[src/rtl/pam4_chain_sequencer_pkg.sv]
// Shared types and constants for the PAM4 chain run/flush sequencer.
// Holds the FSM state encoding, sample/phase widths and the PAM4 level table.
package pam4_chain_pkg;

    localparam int SMP_W   = 18;
    localparam int PHASE_W = 4;

    typedef enum logic [1:0] {
        IDLE  = 2'd0,
        RUN   = 2'd1,
        FLUSH = 2'd2
    } state_t;

    // Full-scale 18-bit signed PAM4 levels (two's complement hex).
    localparam logic signed [SMP_W-1:0] LVL_M3 = 18'sh20000;  // -131072
    localparam logic signed [SMP_W-1:0] LVL_M1 = 18'sh35555;  // -43691
    localparam logic signed [SMP_W-1:0] LVL_P1 = 18'sh0AAAA;  // +43690
    localparam logic signed [SMP_W-1:0] LVL_P3 = 18'sh1FFFF;  // +131071

    // Two LFSR bits to one PAM4 level (binary order, not Gray).
    function automatic logic signed [SMP_W-1:0] pam4_map(input logic [1:0] bits);
        logic signed [SMP_W-1:0] lvl;
        case (bits)
            2'b00:   lvl = LVL_M3;
            2'b01:   lvl = LVL_M1;
            2'b10:   lvl = LVL_P1;
            default: lvl = LVL_P3;
        endcase
        return lvl;
    endfunction

endpackage

[src/rtl/pam4_chain_sequencer_strobe_gen.sv]
// chain_strobe_gen: free-running clock-phase counter with sample/symbol strobe decode.
// The counter only advances while run is high; clr forces it back to zero on the next edge.
module chain_strobe_gen
    import pam4_chain_pkg::*;
(
    input  logic               clk,
    input  logic               reset,
    input  logic               run,
    input  logic               clr,
    output logic [PHASE_W-1:0] phase,
    output logic               smp_en,
    output logic               sym_en
);

    logic [PHASE_W-1:0] phase_reg;

    // Phase counter: held at zero when idle or cleared, otherwise wraps 15 -> 0.
    always_ff @(posedge clk) begin
        if (reset || clr || !run) begin
            phase_reg <= '0;
        end else begin
            phase_reg <= phase_reg + 1'b1;
        end
    end

    // Strobes decode straight from the registered phase so they line up with it.
    always_comb begin
        smp_en = run && (phase_reg[1:0] == 2'b11);
        sym_en = run && (&phase_reg);
    end

    assign phase = phase_reg;

endmodule

[src/rtl/pam4_chain_sequencer.sv]
// pam4_chain_sequencer: IDLE -> RUN -> FLUSH controller for the PAM4 chain.
// Drives the up-sampler with mapped PAM4 levels, then zeros to drain the filters.
// Optional feature: define SYM_CNT_EN to build the RUN sample counter on sym_count.
module pam4_chain_sequencer
    import pam4_chain_pkg::*;
#(
    parameter int LAT_SMP   = 24,
    parameter int FLUSH_SMP = 32,
    parameter int CNT_W     = 8
) (
    input  logic                    clk,
    input  logic                    reset,
    input  logic                    start,
    input  logic                    stop,
    input  logic [1:0]              lfsr_bits,
    output logic [PHASE_W-1:0]      phase,
    output logic                    smp_en,
    output logic                    sym_en,
    output logic signed [SMP_W-1:0] x_sym,
    output logic                    busy,
    output logic                    out_valid,
    output logic                    done,
    output logic [15:0]             sym_count
);

    localparam logic [CNT_W-1:0] LAT_FULL   = CNT_W'(LAT_SMP);
    localparam logic [CNT_W-1:0] LAT_LAST   = CNT_W'(LAT_SMP - 1);
    localparam logic [CNT_W-1:0] FLUSH_LAST = CNT_W'(FLUSH_SMP - 1);

    state_t                  state_reg;
    logic [CNT_W-1:0]        cnt_reg;
    logic signed [SMP_W-1:0] x_sym_reg;
    logic                    busy_reg;
    logic                    out_valid_reg;
    logic                    done_reg;

    logic start_acc;
    logic flush_last;
    logic strobe_clr;
    logic smp_en_w;
    logic sym_en_w;

    // Accepted start and the final flush strobe both restart the phase from zero.
    always_comb begin
        start_acc  = (state_reg == IDLE) && start;
        flush_last = (state_reg == FLUSH) && smp_en_w && (cnt_reg == FLUSH_LAST);
        strobe_clr = start_acc || flush_last;
    end

    chain_strobe_gen u_strobe (
        .clk    (clk),
        .reset  (reset),
        .run    (busy_reg),
        .clr    (strobe_clr),
        .phase  (phase),
        .smp_en (smp_en_w),
        .sym_en (sym_en_w)
    );

    // Run/flush FSM with the PAM4 mapper and the latency/flush strobe counter.
    always_ff @(posedge clk) begin
        if (reset) begin
            state_reg     <= IDLE;
            cnt_reg       <= '0;
            x_sym_reg     <= '0;
            busy_reg      <= 1'b0;
            out_valid_reg <= 1'b0;
            done_reg      <= 1'b0;
        end else begin
            done_reg <= 1'b0;
            case (state_reg)
                IDLE: begin
                    if (start) begin
                        state_reg <= RUN;
                        busy_reg  <= 1'b1;
                        cnt_reg   <= '0;
                    end
                end
                RUN: begin
                    if (smp_en_w) begin
                        x_sym_reg <= pam4_map(lfsr_bits);
                        // Counter saturates once the chain latency has been covered.
                        if (cnt_reg != LAT_FULL) begin
                            cnt_reg <= cnt_reg + 1'b1;
                        end
                        if (cnt_reg == LAT_LAST) begin
                            out_valid_reg <= 1'b1;
                        end
                    end
                    // Phase keeps running into FLUSH so strobe cadence is unbroken.
                    if (stop) begin
                        state_reg <= FLUSH;
                        cnt_reg   <= '0;
                    end
                end
                FLUSH: begin
                    if (smp_en_w) begin
                        x_sym_reg <= '0;
                        if (cnt_reg == FLUSH_LAST) begin
                            state_reg     <= IDLE;
                            cnt_reg       <= '0;
                            busy_reg      <= 1'b0;
                            out_valid_reg <= 1'b0;
                            done_reg      <= 1'b1;
                        end else begin
                            cnt_reg <= cnt_reg + 1'b1;
                        end
                    end
                end
                default: begin
                    state_reg <= IDLE;
                    busy_reg  <= 1'b0;
                end
            endcase
        end
    end

`ifdef SYM_CNT_EN
    logic [15:0] sym_count_reg;

    // Samples issued during RUN; cleared by an accepted start, held elsewhere.
    always_ff @(posedge clk) begin
        if (reset) begin
            sym_count_reg <= 16'd0;
        end else if (start_acc) begin
            sym_count_reg <= 16'd0;
        end else if ((state_reg == RUN) && smp_en_w) begin
            sym_count_reg <= sym_count_reg + 16'd1;
        end
    end

    assign sym_count = sym_count_reg;
`else
    assign sym_count = 16'd0;
`endif

    assign smp_en    = smp_en_w;
    assign sym_en    = sym_en_w;
    assign x_sym     = x_sym_reg;
    assign busy      = busy_reg;
    assign out_valid = out_valid_reg;
    assign done      = done_reg;

endmodule

[config.mk]
export PLATFORM = sky130hd
export DESIGN_NAME = pam4_chain_sequencer
export DESIGN_NICKNAME = d
export VERILOG_FILES = /design/src/rtl/pam4_chain_sequencer_pkg.sv /design/src/rtl/pam4_chain_sequencer_strobe_gen.sv /design/src/rtl/pam4_chain_sequencer.sv
export SDC_FILE = /design/constraint.sdc
export NUM_CORES = 1
export LEC_CHECK = 0
export CORE_ASPECT_RATIO = 0.7
export CORE_MARGIN = 3
export CORE_UTILIZATION = 47
export CTS_CLUSTER_DIAMETER = 40
export DETAILED_ROUTE_END_ITERATION = 8
export PLACE_DENSITY = 0.9
export SYNTH_ARGS = -nofsm -noshare
export SYNTH_HDL_FRONTEND = slang
export SYNTH_SLANG_ARGS = --single-unit
[constraint.sdc]
create_clock -name clk -period 2.7 [get_ports clk]
set_input_delay 0.54 -clock clk [delete_from_list [all_inputs] [get_ports clk]]
set_output_delay 0.54 -clock clk [all_outputs]
set_load 0.05 [all_outputs]
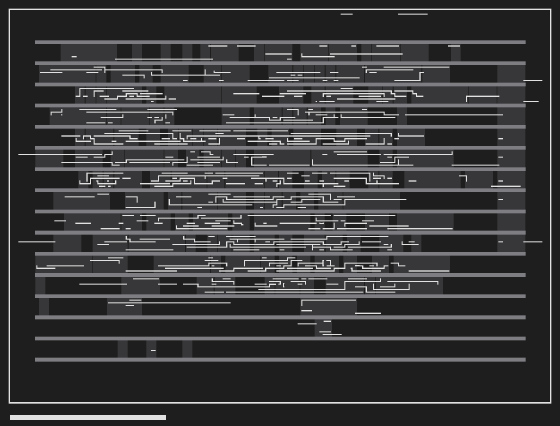
(images/met1.png)
The bar under the picture is 20 um long. Supply wires on this layer in gray.
162 nets have wire on it. The wires run mostly horizontal. The layer holds 43% of the routed length. The longest straight run is 23.5 um. The layer carries 1,250 um of wire.

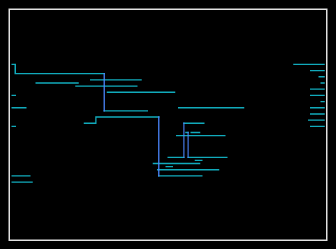
(images/metal_stack.png)
Two of the layers only.
met4: in blue, wire length 34.0 um. met3: in cyan, wire length 220 um.
WL final: 2890 um
wire per inst: 13.7 um
GRT Total Usage: 16.4%
Via Count: 1,102

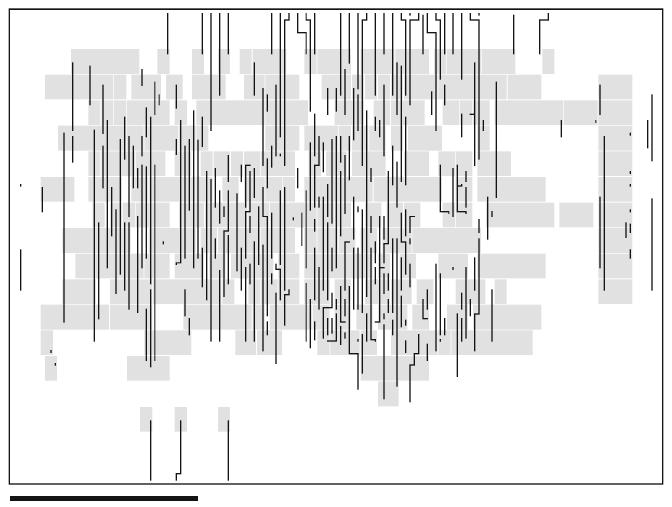
(images/met2.png)
The bar under the picture is 20 um long.
The wires run mostly vertical. The longest straight run is 22.4 um. The layer holds 48% of the routed length.
met2 GRT Util: 27.8%

==> Slide: Implementation Results <==
Synthesis and Place & Route Summary

Synthesis
  • Top cell area share: a little under a third
  • Cell with the most instances after synthesis: buf_4
  • Yosys adder share: 5.68%
  • Dominant flop cell: dfxtp_1
  • Async set-reset flop share out of synthesis: 0%
  • Seq share, synth: 30.3%
  • Ys cells: 160
  • Top cells by count, synth: 31 x buf_4, 20 x dfxtp_1, 14 x a21oi_1
  • Post-synthesis cell area: around 1300 um^2
  • Comb area leader: simple AND/OR/NAND/NOR gates
  • AND-OR/OR-AND share of the synthesized area: 14.4%
  • Simple Share, Synth: 24.1%
  • Top cells by area: dfxtp_1 30%, buf_4 18%, ha_1 5.7%, a21oi_1 5.3%, nor2_1 3.1%
  • Avg Synthesized Cell Area: 8.26 um^2
  • Cell Type Count: 38
  • Mux frac, synth: 1.52%
  • Xor+xnor area frac: under 10%
  • Flops after synth: 20
  • Yosys Warn Count: 0
  • Post-synth EDFFs: 0
  • Post-synth area from yosys stat: 1320 um^2
  • Yosys top cell by area: dfxtp_1
  • Cell count after synthesis: roughly 160

Worst setup path
  • Worst r2r src: state_reg[0]
  • Cell Chain, Critical Path: ha_1, nand2_1, inv_1, clkdlybuf4s50_1
  • R2R Setup Slk: 0.61 ns
  • Req. time, crit path: 2.16 ns
  • Crit path largest cell delay: between 0.8 and 0.9 ns
  • RR Endpoint: cnt_reg[2]
  • Critical path arrival: just under 2 ns
  • R2r worst-path depth: 7
  • Crit path max-delay family: buffers and inverters
  • CP bufs+invs: 2
  • Type of origin of the critical path: flop
  • CP Class: flop to primary output
  • Crit path max fanout: 7
  • Setup crit end kind: primary output
  • Slowest-stage cell, CP: clkdlybuf4s50_1

Clock network
  • Clock Pin Slew Worst Setup and Hold Paths: 0.07 ns
  • Level count of the clock H-tree: 1
  • Clock tree root driver cell: clkbuf_8
  • Worst-Skew Late Latency: approximately 0.26 ns
  • Sink Count: 20
  • Num CTS Buffers: 3
  • Max clock buf depth: 2
  • CTS tree: yes
  • CTS hold repair buffers: 0

Finish
  • Max FFs per register: 8
  • Nets: 190
  • MI comb area: roughly 680 um^2
  • Final Cell Area: 1550 um^2
  • Fin cells: 211
  • # diodes: 0
  • Share of layout cells above drive strength 1: 7.91%
  • FF+latch area: 400 um^2
  • Fill count: 212
  • P&R area growth vs syn: 17.0%

Run
  • Maxcap violations: 0
  • Log Warnings: 29

Die
  • I/O Pins: 49
  • Chip Area: 3490 um^2
  • Chip Width: 69.4 um
  • Core box area: 2570 um^2
  • Fp util: between 50% and 60%
  • Die Span Y: approximately 50 um
  • Placement Rows: 15

Outcome
  • Outcome: complete, no violations

Hold path
  • WHS Path Cells: 1
  • Min-Delay Startpoint: u_strobe.phase[0]
  • HP Class: flop to flop
  • Hold Crit Endpoint: u_strobe.phase[0]

Power and ir drop
  • Maximum vdd drop: ~0.00047 V
  • PD cells: 893 nW/um^2
  • LEAKAGE: 0.000596 uW

Routing
  • DRT antenna net count: 0
  • Via density: approximately 5.2
  • Pre-antenna DRT Iters: 4
  • 1st-iter DRT viols: 54
  • DRC violations left: 0

STA
  • Final Critical Period: 2.51 ns
  • Period utilisation layout: 92.8%
  • Fin Setup TNS: 0 ns
  • Relative slew slack: 66.1%
  • Worst-margin pin slew: 0.507 ns
  • Hold WS: 0.471 ns
  • Slack of the critical path: 0.194 ns
  • Final setup viols: 0
  • RSZ-0062 raised after global routing: false
  • Hold Vio Cnt, Final: 0
  • Slew Limit Fails: 0
  • Max Fclk: 399 MHz
  • Fin Clk Skew: 0.00445 ns

Global route
  • Initial antenna violation count: 0
  • Gr ovfl total: 0
  • Largest net degree at the start of global routing: 13
  • Vias in the first global route: 956
  • First-pass GRT wire length: around 4600 um

Placement
  • Dpl ws: 0.349 ns
  • GPL Wtd Cong: 0.905
  • Placed inst area: 1490 um^2
  • Inst Count DP: 207
  • Detailed placement HPWL: around 2200 um
  • # port buffers: 32
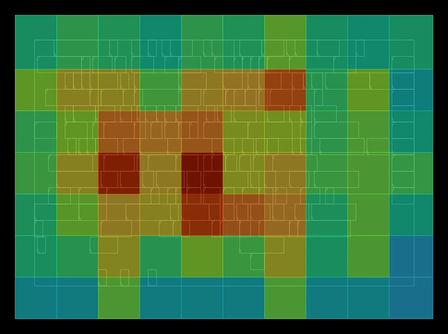
(images/final_congestion.png)
M3 GR Usage: 4.20%
final core occ: 60.1%
Global Route met1 Usage: 21.1%
global route hottest layer: met2

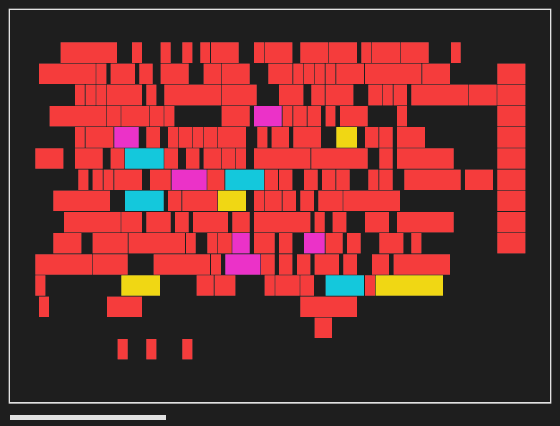
(images/drive_strength.png)
The bar under the picture is 20 um long.
drive 1 or less: in red, cells 163, most used clkdlybuf4s50_1. drive 6 and up: in cyan, cells 4, most used clkbuf_8. drive 2: in magenta, cells 6. drive 3 to 4: in yellow, cells 4.

power by group:
group / internal (uW) / switching, uW / total [uW]
registers: 327 / 37.0 / 364
clock network: 130 / 101 / 231
logic: 235 / 551 / 787
total: 693 / 689 / 1380
repair_timing:
action | 4_1_cts | 5_1_grt
setup endpoints to repair | 0 | 1
endpoints found under the hold margin | 0 | 0
buffers inserted | 0 | 0
resized | 0 | 1
cell usage in the layout (no fill, tap or decap), types with 6 or more instances in the layout:
| cell | n |
|---|---|
| clkdlybuf4s50_1 | 31 |
| dfxtp_1 | 20 |
| conb_1 | 16 |
| a21oi_1 | 14 |
| nor2_1 | 11 |
| inv_1 | 10 |
| nor3_1 | 8 |
| nand2_1 | 6 |
| o21ai_0 | 6 |
| ha_1 | 6 |
how the worst max path moves through the flow:
stage / from / depth (start not counted) / slack, ns / endpoint
floorplan: u_strobe.phase[0] / 4 / 0.18 / sym_en
global placement: u_strobe.phase[0] / 5 / 0.39 / sym_en
detailed placement: u_strobe.phase[0] / 5 / 0.35 / sym_en
CTS: u_strobe.phase[0] / 5 / 0.06 / sym_en
global route: u_strobe.phase[0] / 4 / 0.08 / smp_en
finish: u_strobe.phase[0] / 4 / 0.19 / smp_en
layer usage:
metal	GRT usage, %	wire, um
met1	21.1	1250
met3	4.20	219
met5	0	0
met2	27.8	1390
met4	3.25	34
cell families (layout without fill, tap and decap cells):
kind of cell               Yosys count  after routing
and+or+nand+nor                     52             52
buffers and inverters               45             47
AOI/OAI and AO/OA                   32             32
DFF                                 20             20
adders and majority gates            6              6
xor gates and xnor gates             2              2
muxes                                2              2
other                                1             16
cell type report:
type	instances	share of cell area (%)
clock buffer	4	3.56
inverter	10	2.43
multi-input combinational	110	44.0
sequential	20	25.9
tap	34	2.75
timing repair buffer	33	21.4
per-stage QoR:
step                total power, uW  utilization (%)
finish                         1380             60.1
global route                   1440             60.1
CTS                            1380             60.0
detailed placement             1150             57.9
global placement               1130             57.9
floorplan                      1050                -
No activity file was given, so power comes from the tool's default toggle rates.
